$ cat config.mk
export PLATFORM = sky130hd
export DESIGN_NAME = fma_pipe_slice
export DESIGN_NICKNAME = d
export VERILOG_FILES = /design/src/rtl/fma_pkg.sv /design/src/rtl/fma_skid_reg.sv /design/src/rtl/fma_pipe_slice.sv
export SDC_FILE = /design/constraint.sdc
export NUM_CORES = 1
export LEC_CHECK = 0
export CELL_PAD_IN_SITES_DETAIL_PLACEMENT = 0
export CELL_PAD_IN_SITES_GLOBAL_PLACEMENT = 2
export CORE_MARGIN = 4
export CORE_UTILIZATION = 34
export DETAILED_ROUTE_END_ITERATION = 12
export GPL_ROUTABILITY_DRIVEN = 0
export MAX_ROUTING_LAYER = met4
export PLACE_DENSITY_LB_ADDON = 0.1
export SYNTH_ARGS = -nofsm -noshare
export SYNTH_HDL_FRONTEND = slang
export SYNTH_SLANG_ARGS = --single-unit
$ cat constraint.sdc
create_clock -name clk -period 2 [get_ports clk]
set_clock_uncertainty 0.05 [all_clocks]
set_input_delay 0.4 -clock clk [delete_from_list [all_inputs] [get_ports clk]]
set_output_delay 0.4 -clock clk [all_outputs]
set_load 0.05 [all_outputs]
$ cat src/rtl/fma_pkg.sv
// Shared definitions for the single-precision FMA pipeline.
// Contents:
//   EXP_W, SIG_W, FLAG_W   default field widths of a binary32 result
//   FLG_NV..FLG_NX         exception flag bit positions within the flags field
//   fma_result_t           packed result word {sign, exp, sig, flags}
//   slice_state_t          occupancy state of a pipeline register slice
//   occ_of()               entry count held in a given slice state
package fma_pkg;

  localparam int EXP_W  = 8;
  localparam int SIG_W  = 23;
  localparam int FLAG_W = 5;

  localparam int FLG_NV = 4;  // invalid operation
  localparam int FLG_DZ = 3;  // divide by zero
  localparam int FLG_OF = 2;  // overflow
  localparam int FLG_UF = 1;  // underflow
  localparam int FLG_NX = 0;  // inexact

  typedef struct packed {
    logic              sign;
    logic [EXP_W-1:0]  exp;
    logic [SIG_W-1:0]  sig;
    logic [FLAG_W-1:0] flags;
  } fma_result_t;

  typedef enum logic [1:0] {
    EMPTY = 2'd0,
    ONE   = 2'd1,
    FULL  = 2'd2
  } slice_state_t;

  function automatic logic [1:0] occ_of(input slice_state_t s);
    logic [1:0] n;
    n = 2'd0;
    case (s)
      EMPTY:   n = 2'd0;
      ONE:     n = 2'd1;
      FULL:    n = 2'd2;
      default: n = 2'd0;
    endcase
    return n;
  endfunction

endpackage

$ cat src/rtl/fma_skid_reg.sv
// Generic payload register with a valid/ready handshake.
// Ports:
//   clk, rst          rising-edge clock, asynchronous active-low reset
//   flush             synchronous discard of everything held
//   in_valid/in_ready/in_data     upstream side
//   out_valid/out_ready/out_data  downstream side
//   state_dbg         current occupancy state (EMPTY/ONE/FULL)
// SKID=1: two entries (main + skid), in_ready decoded from the state register
//         only, so downstream ready never reaches upstream combinationally.
// SKID=0: one entry, in_ready = !out_valid | out_ready.
//
// Handshake: a transfer happens on a rising edge where valid and ready are
// both high on the same side; valid must not depend on ready, and a source
// holding valid without ready keeps its data unchanged until the transfer.
module fma_skid_reg
  import fma_pkg::*;
#(
  parameter int W    = 32,
  parameter bit SKID = 1'b1
) (
  input  logic         clk,
  input  logic         rst,
  input  logic         flush,
  input  logic         in_valid,
  output logic         in_ready,
  input  logic [W-1:0] in_data,
  output logic         out_valid,
  input  logic         out_ready,
  output logic [W-1:0] out_data,
  output slice_state_t state_dbg
);

  if (SKID) begin : g_skid

    slice_state_t state_q, state_d;
    logic [W-1:0] main_q, main_d;
    logic [W-1:0] skid_q, skid_d;
    logic         in_fire, out_fire;

    assign in_ready  = (state_q != FULL);
    assign out_valid = (state_q != EMPTY);
    assign out_data  = main_q;
    assign state_dbg = state_q;
    assign in_fire   = in_valid & in_ready;
    assign out_fire  = out_valid & out_ready;

    always_ff @(posedge clk or negedge rst) begin
      if (!rst) begin
        state_q <= EMPTY;
        main_q  <= '0;
        skid_q  <= '0;
      end else begin
        state_q <= state_d;
        main_q  <= main_d;
        skid_q  <= skid_d;
      end
    end

    always_comb begin
      state_d = state_q;
      main_d  = main_q;
      skid_d  = skid_q;
      case (state_q)
        EMPTY: begin
          if (in_fire) begin
            main_d  = in_data;
            state_d = ONE;
          end
        end
        ONE: begin
          if (in_fire && out_fire) begin
            main_d = in_data;
          end else if (in_fire) begin
            // main is stalled, so the newcomer parks behind it
            skid_d  = in_data;
            state_d = FULL;
          end else if (out_fire) begin
            state_d = EMPTY;
          end
        end
        FULL: begin
          if (out_fire) begin
            main_d  = skid_q;
            state_d = ONE;
          end
        end
        default: state_d = EMPTY;
      endcase
      // Flush wins over any transfer on either side; data registers keep
      // their stale contents since nothing is valid afterwards.
      if (flush) begin
        state_d = EMPTY;
        main_d  = main_q;
        skid_d  = skid_q;
      end
    end

  end else begin : g_single

    logic         valid_q, valid_d;
    logic [W-1:0] main_q, main_d;
    logic         in_fire, out_fire;

    assign in_ready  = !valid_q | out_ready;
    assign out_valid = valid_q;
    assign out_data  = main_q;
    assign state_dbg = valid_q ? ONE : EMPTY;
    assign in_fire   = in_valid & in_ready;
    assign out_fire  = out_valid & out_ready;

    always_ff @(posedge clk or negedge rst) begin
      if (!rst) begin
        valid_q <= 1'b0;
        main_q  <= '0;
      end else begin
        valid_q <= valid_d;
        main_q  <= main_d;
      end
    end

    always_comb begin
      valid_d = valid_q;
      main_d  = main_q;
      if (flush) begin
        valid_d = 1'b0;
      end else if (in_fire) begin
        main_d  = in_data;
        valid_d = 1'b1;
      end else if (out_fire) begin
        valid_d = 1'b0;
      end
    end

  end

endmodule

$ cat src/rtl/fma_pipe_slice.sv
// Pipeline register slice for the single-precision FMA result.
// Packs {sign, exp, sig, flags} into one payload word, registers it through
// fma_skid_reg, and unpacks it on the far side. Fields pass bit-exact.
// Ports:
//   clk, rst                       clock, asynchronous active-low reset
//   flush                          synchronous discard of held entries
//   in_valid, in_ready             upstream handshake
//   in_sign/in_exp/in_sig/in_flags result fields from the previous stage
//   out_valid, out_ready           downstream handshake
//   out_sign/out_exp/out_sig/out_flags registered result fields
//   occupancy                      entries held (0..2, at most 1 when SKID=0)
module fma_pipe_slice #(
  parameter int EXP_W  = 8,
  parameter int SIG_W  = 23,
  parameter int FLAG_W = 5,
  parameter bit SKID   = 1'b1
) (
  input  logic              clk,
  input  logic              rst,
  input  logic              flush,
  input  logic              in_valid,
  output logic              in_ready,
  input  logic              in_sign,
  input  logic [EXP_W-1:0]  in_exp,
  input  logic [SIG_W-1:0]  in_sig,
  input  logic [FLAG_W-1:0] in_flags,
  output logic              out_valid,
  input  logic              out_ready,
  output logic              out_sign,
  output logic [EXP_W-1:0]  out_exp,
  output logic [SIG_W-1:0]  out_sig,
  output logic [FLAG_W-1:0] out_flags,
  output logic [1:0]        occupancy
);

  import fma_pkg::slice_state_t;
  import fma_pkg::occ_of;

  // Same field order as fma_pkg::fma_result_t, sized by this slice's widths.
  typedef struct packed {
    logic              sign;
    logic [EXP_W-1:0]  exp;
    logic [SIG_W-1:0]  sig;
    logic [FLAG_W-1:0] flags;
  } slot_t;

  localparam int W = $bits(slot_t);

  slot_t        in_slot;
  slot_t        out_slot;
  slice_state_t state_dbg;

  assign in_slot = '{sign: in_sign, exp: in_exp, sig: in_sig, flags: in_flags};

  fma_skid_reg #(
    .W    (W),
    .SKID (SKID)
  ) u_reg (
    .clk       (clk),
    .rst       (rst),
    .flush     (flush),
    .in_valid  (in_valid),
    .in_ready  (in_ready),
    .in_data   (in_slot),
    .out_valid (out_valid),
    .out_ready (out_ready),
    .out_data  (out_slot),
    .state_dbg (state_dbg)
  );

  assign out_sign  = out_slot.sign;
  assign out_exp   = out_slot.exp;
  assign out_sig   = out_slot.sig;
  assign out_flags = out_slot.flags;
  assign occupancy = occ_of(state_dbg);

endmodule

Fig. 1: run 1, M1 wires
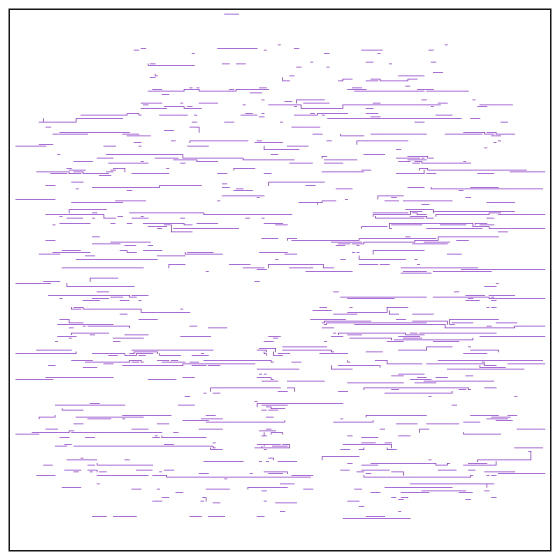
wire length on this layer: 3,030 um
main direction: horizontal
nets with wire on the layer: 315
share of all routed wire: 44%
Total Wirelength: 6.81 mm
Via Count: 2,039
grt met1 use: 15.4%

Fig. 2: run 1, cell placement
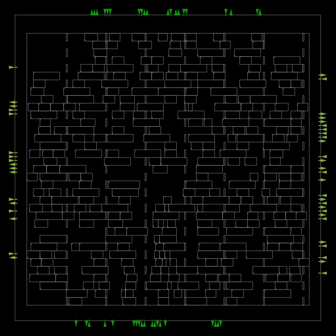
fill cell count: 845
Core Region: 9420 sq um

Fig. 3: run 1, cell area per tile
The die is cut into 11 by 11 equal tiles; white is low, dark blue is high, 0 to 100% covered.
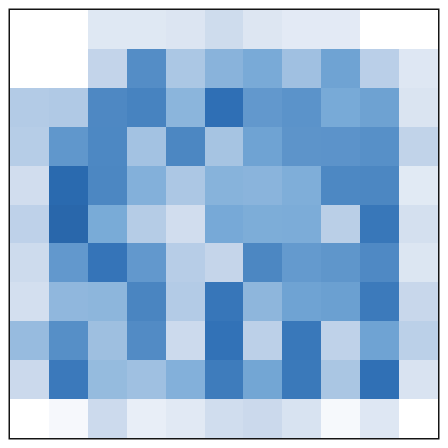
nearly empty tiles: 6.6%
fullest tile: 78%
emptiest ninth of the die: upper left
mean over tiles: 40%
tiles over 75% full: 1.7%
utilization after layout: 49.8%
Initial Util: 35.4%

==> results.toml, run 1 <==
# yosys + openroad results
[status]
status = "complete, no violations"

[synth]
ys_chip_area_sq_um = 3340
yosys.area_share.adder_pct = 0
mux_share_pct = 37.5
top_area_cell = "dfrtp_1"
synthesis.nets = 257
synthTopCellsByCount = "mux2_2 (104), dfrtp_1 (76), buf_2 (7), mux2_1 (7)"
synthDistinctLibCells = 19
async_reset_ff_share_pct = 100

[route]
drt_pre_antenna_iters = 3
drc = 0

[run]
cap_violations = 0
log.warning_count = 26

[worst_setup_path]
path_class = "reg -> out"
path_delay_family = "buffers and inverters"
cp-end-kind = "output port"
crit_path_start = "u_reg.out_data[15]"
cp_slowest_cell = "clkdlybuf4s50_1"
start_kind = "register"
r2r_cells = 5
max_stage_delay_ps = 810
path_buffers = 1

[final_timing]
slew_headroom_pct = 64.8
finalCritPeriodShare_pct = 97.6
finalSetupTns_ps = 0
min_period_ps = 1950
whs_ps = 452
setup_slack_ps = 48.2

[global_route]
grtUsageMet2_pct = 21.8
grt_max_degree = 40
grt_pass1_wl_mm = 11.3
grt_antenna_before_repair = 0
grt_pass1_vias = 2228

[pwr]
seqPwrFrac_pct = 43.9
clkPwrFrac_pct = 24.1
p_comb_share_pct = 31.9
top_power_group = "sequential cells"
finalPower_uw = 4730
p_switching_uw = 1520
vdd_drop_max_mv = 0.468

[clock_tree]
clk_pin_slew_worst_paths_ps = 70

[placed_design]
portBuffers = 82

[cells_and_area]
lay_top_cells = "mux2_2 (104), dfrtp_1 (76), clkdlybuf4s50_1 (52)"
drive_gt1_share_pct = 45.5
nets = 353
syn2layout_area_growth_pct = 40.6
fin_area_sq_um = 4690

[min_path]
holdPathStages = 1
min-delay-start = "u_reg.g_skid.skid_q[3]"
[run 1: repair_timing]
item	in CTS	in global routing
gates resized	1	21
setup endpoints to repair	2	21
endpoints found under the hold margin	21	0
setup buffers	1	0
hold buffers	1	0
[run 1: area by class of cell]
| class | instances | area (sq um) | share of cell area, % |
|---|---|---|---|
| Sequential cell | 76 | 1900 | 40.5 |
| Timing Repair Buffer | 95 | 1060 | 22.7 |
| Inverter | 2 | 7.51 | 0.160 |
| Tap cell | 129 | 161 | 3.44 |
| Clock buffer | 12 | 155 | 3.31 |
| Multi-Input combinational cell | 127 | 1370 | 29.1 |
| Clock inverter | 2 | 35.0 | 0.747 |
[run 1: cells by family after synthesis]
logic type | after synthesis
flip-flops | 76
buffers and inverters | 12
multiplexers | 111
AND-OR/OR-AND | 6
AND/OR/NAND/NOR | 10
Fig. 4: run 1, where the registers sit
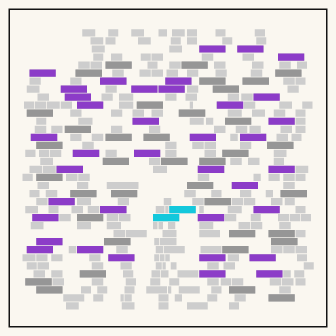

==> inputs of run 2 (changes only) <==
--- a/config.mk
+++ b/config.mk
@@ -8,9 +8,9 @@
 export CELL_PAD_IN_SITES_DETAIL_PLACEMENT = 0
 export CELL_PAD_IN_SITES_GLOBAL_PLACEMENT = 2
 export CORE_MARGIN = 4
-export CORE_UTILIZATION = 34
+export CORE_UTILIZATION = 36
 export DETAILED_ROUTE_END_ITERATION = 12
-export GPL_ROUTABILITY_DRIVEN = 0
+export GPL_ROUTABILITY_DRIVEN = 1
 export MAX_ROUTING_LAYER = met4
 export PLACE_DENSITY_LB_ADDON = 0.1
 export SYNTH_ARGS = -nofsm -noshare
==> constraint.sdc (replaced) <==
create_clock -name clk -period 2.38 [get_ports clk]
set_clock_uncertainty 0.05 [all_clocks]
set_input_delay 0.476 -clock clk [delete_from_list [all_inputs] [get_ports clk]]
set_output_delay 0.476 -clock clk [all_outputs]
set_load 0.05 [all_outputs]
Fig. 5: run 2, where the registers sit
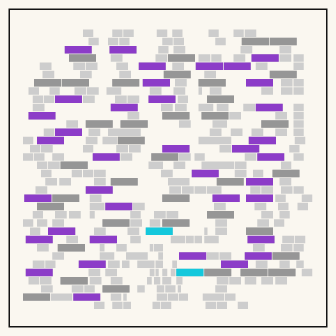
| signal | color | flops |
|---|---|---|
| `u_reg.out_data` | purple | 37 |
| `u_reg.state_dbg` | cyan | 2 |
not colored: 37
Sequential Power: 1740 uW
utilization after layout: 51.5%
FF/Latch Area: 1900 sq um
flop share of the area: 41.7%

Fig. 6: run 2, signal wires on met2
Cells faint in the background.
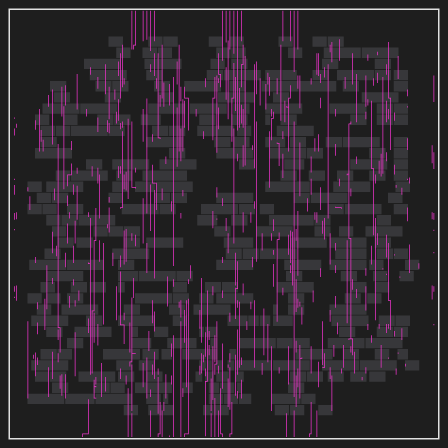
main direction: vertical
share of all routed wire: 45%
wire length on this layer: 2,950 um
longest straight run: 67.0 um
nets with wire on the layer: 318
grt met2 use: 18.5%
Via Count: 1,993
Total Wirelength: 6.57 mm

Fig. 7: run 2, cell placement
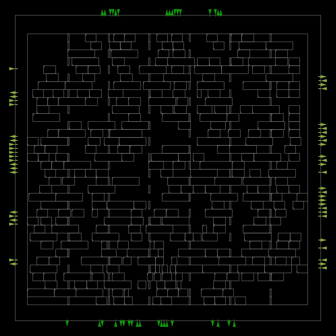
fill cell count: 800
# Taps: 108
sequential cells: 76
Core Region: 8850 sq um

==> results.toml, run 2 <==
# yosys + openroad results
[cells_and_area]
nets = 348
drive_gt1_share_pct = 43.7
lay_top_cells = "mux2_2 (104), clkdlybuf4s50_1 (77), dfrtp_1 (76)"
syn2layout_area_growth_pct = 36.7
fin_area_sq_um = 4560

[global_route]
use_met3_pct = 3.54
gr-usage-met1_pct = 17.4
grt_pass1_wl_mm = 10.9
top_usage_layer = "met2"
grt_usage_pct = 13.0
grt-ovfl-total = 0
grt_antenna_before_repair = 0
grt_max_degree = 40
grt_pass1_vias = 2166

[pwr]
p_comb_share_pct = 30.5
p_switching_uw = 1300
power_density_nw_per_um2 = 912
top_power_group = "sequential cells"
seqPwrFrac_pct = 41.9
switching_share_pct = 31.2
clkPwrFrac_pct = 27.6
pg_clk_uw = 1150
comb_power_uw = 1270
vdd_drop_max_mv = 0.425
finalPower_uw = 4160

[worst_setup_path]
crit_path_start = "u_reg.state_dbg[1]"
start_kind = "register"
reg2reg_to = "u_reg.out_data[8]"
cp-end-kind = "output port"
cp.arrival_ps = 1650
path_class = "reg -> out"
rrSetupSlack_ps = 540
endpoint = "in_ready"
r2r_cells = 4

[synth]
synth_area_sq_um = 3340
ys_ff = 76
edf_count = 0
synthTopCellsByCount = "mux2_2 (104), dfrtp_1 (76), buf_2 (7), mux2_1 (7)"
syn_inst = 215
ys_chip_area_sq_um = 3340
synthDistinctLibCells = 19
yosys.stat.seqShare_pct = 57.0
area_leaders = "dfrtp_1 (57%), mux2_2 (35%), mux2_1 (2.4%)"
synth_area_per_cell_sq_um = 15.5
top_area_cell = "dfrtp_1"
async_reset_ff_share_pct = 100
synthesis.nets = 257
ff_type = "dfrtp_1"

[final_timing]
max_freq_mhz = 460
finalCritPeriodShare_pct = 91.4
rsz0062_at_grt = "no"
slew_headroom_pct = 62.7
finalSetupTns_ps = 0
whs_ps = 46.1
setup_slack_ps = 205
worst_pin_slew_ps = 557
hold_viol = 0
min_period_ps = 2180

[clock_tree]
h-tree-depth = 3
clockRootBuffer = "clkbuf_8"
cts.repair.resized = 1
clk_pin_slew_worst_paths_ps = 80
clockBufferDepth = 2
postCtsSetupBuffers = 0
insertion_delay_ps = 330
cts_hold_buffers = 0
cts_tree = "done"

[run]
cap_violations = 0
log.warning_count = 26

[floorplanning]
initCoreUtil_pct = 37.7
io_pins = 83
fp.dieW_um = 104
die_area_sq_um = 10900

[status]
status = "complete, no violations"

[min_path]
hold_class = "in -> async"

[placed_design]
portBuffers = 82
gp_congestion = 0.659
placed_area_sq_um = 4330
dp.cells = 403

[route]
drc = 0
drt_iter0_drc = 30
drt_pre_antenna_iters = 4
dr_wl_met3_um = 351
run 2: critical path, cell delays in order (launching register included):
cell     delay (ps)
dfrtp_1         490
nor2b_4         200
buf_4           340
inv_1            70
buf_4           200
run 2: area by class of cell:
| cell class | instances | area (sq um) |
|---|---|---|
| clock buffers | 11 | 131 |
| clock inverters | 5 | 100 |
| fillers | 800 | 4290 |
| inverters | 2 | 7.51 |
| multi-input cells | 127 | 1370 |
| flip-flops and latches | 76 | 1900 |
| well taps | 108 | 135 |
| repair buffers | 90 | 920 |
run 2: cells by family (layout without fill, tap and decap cells):
logic type | Yosys count | after routing | synth area share (%)
mux | 111 | 111 | 37.5
flops | 76 | 76 | 57.0
buf+inv | 12 | 108 | 2.29
simple gates | 10 | 10 | 1.88
compound gates | 6 | 6 | 1.35
Power figures rest on the tool's default switching activity, not on a simulated workload.
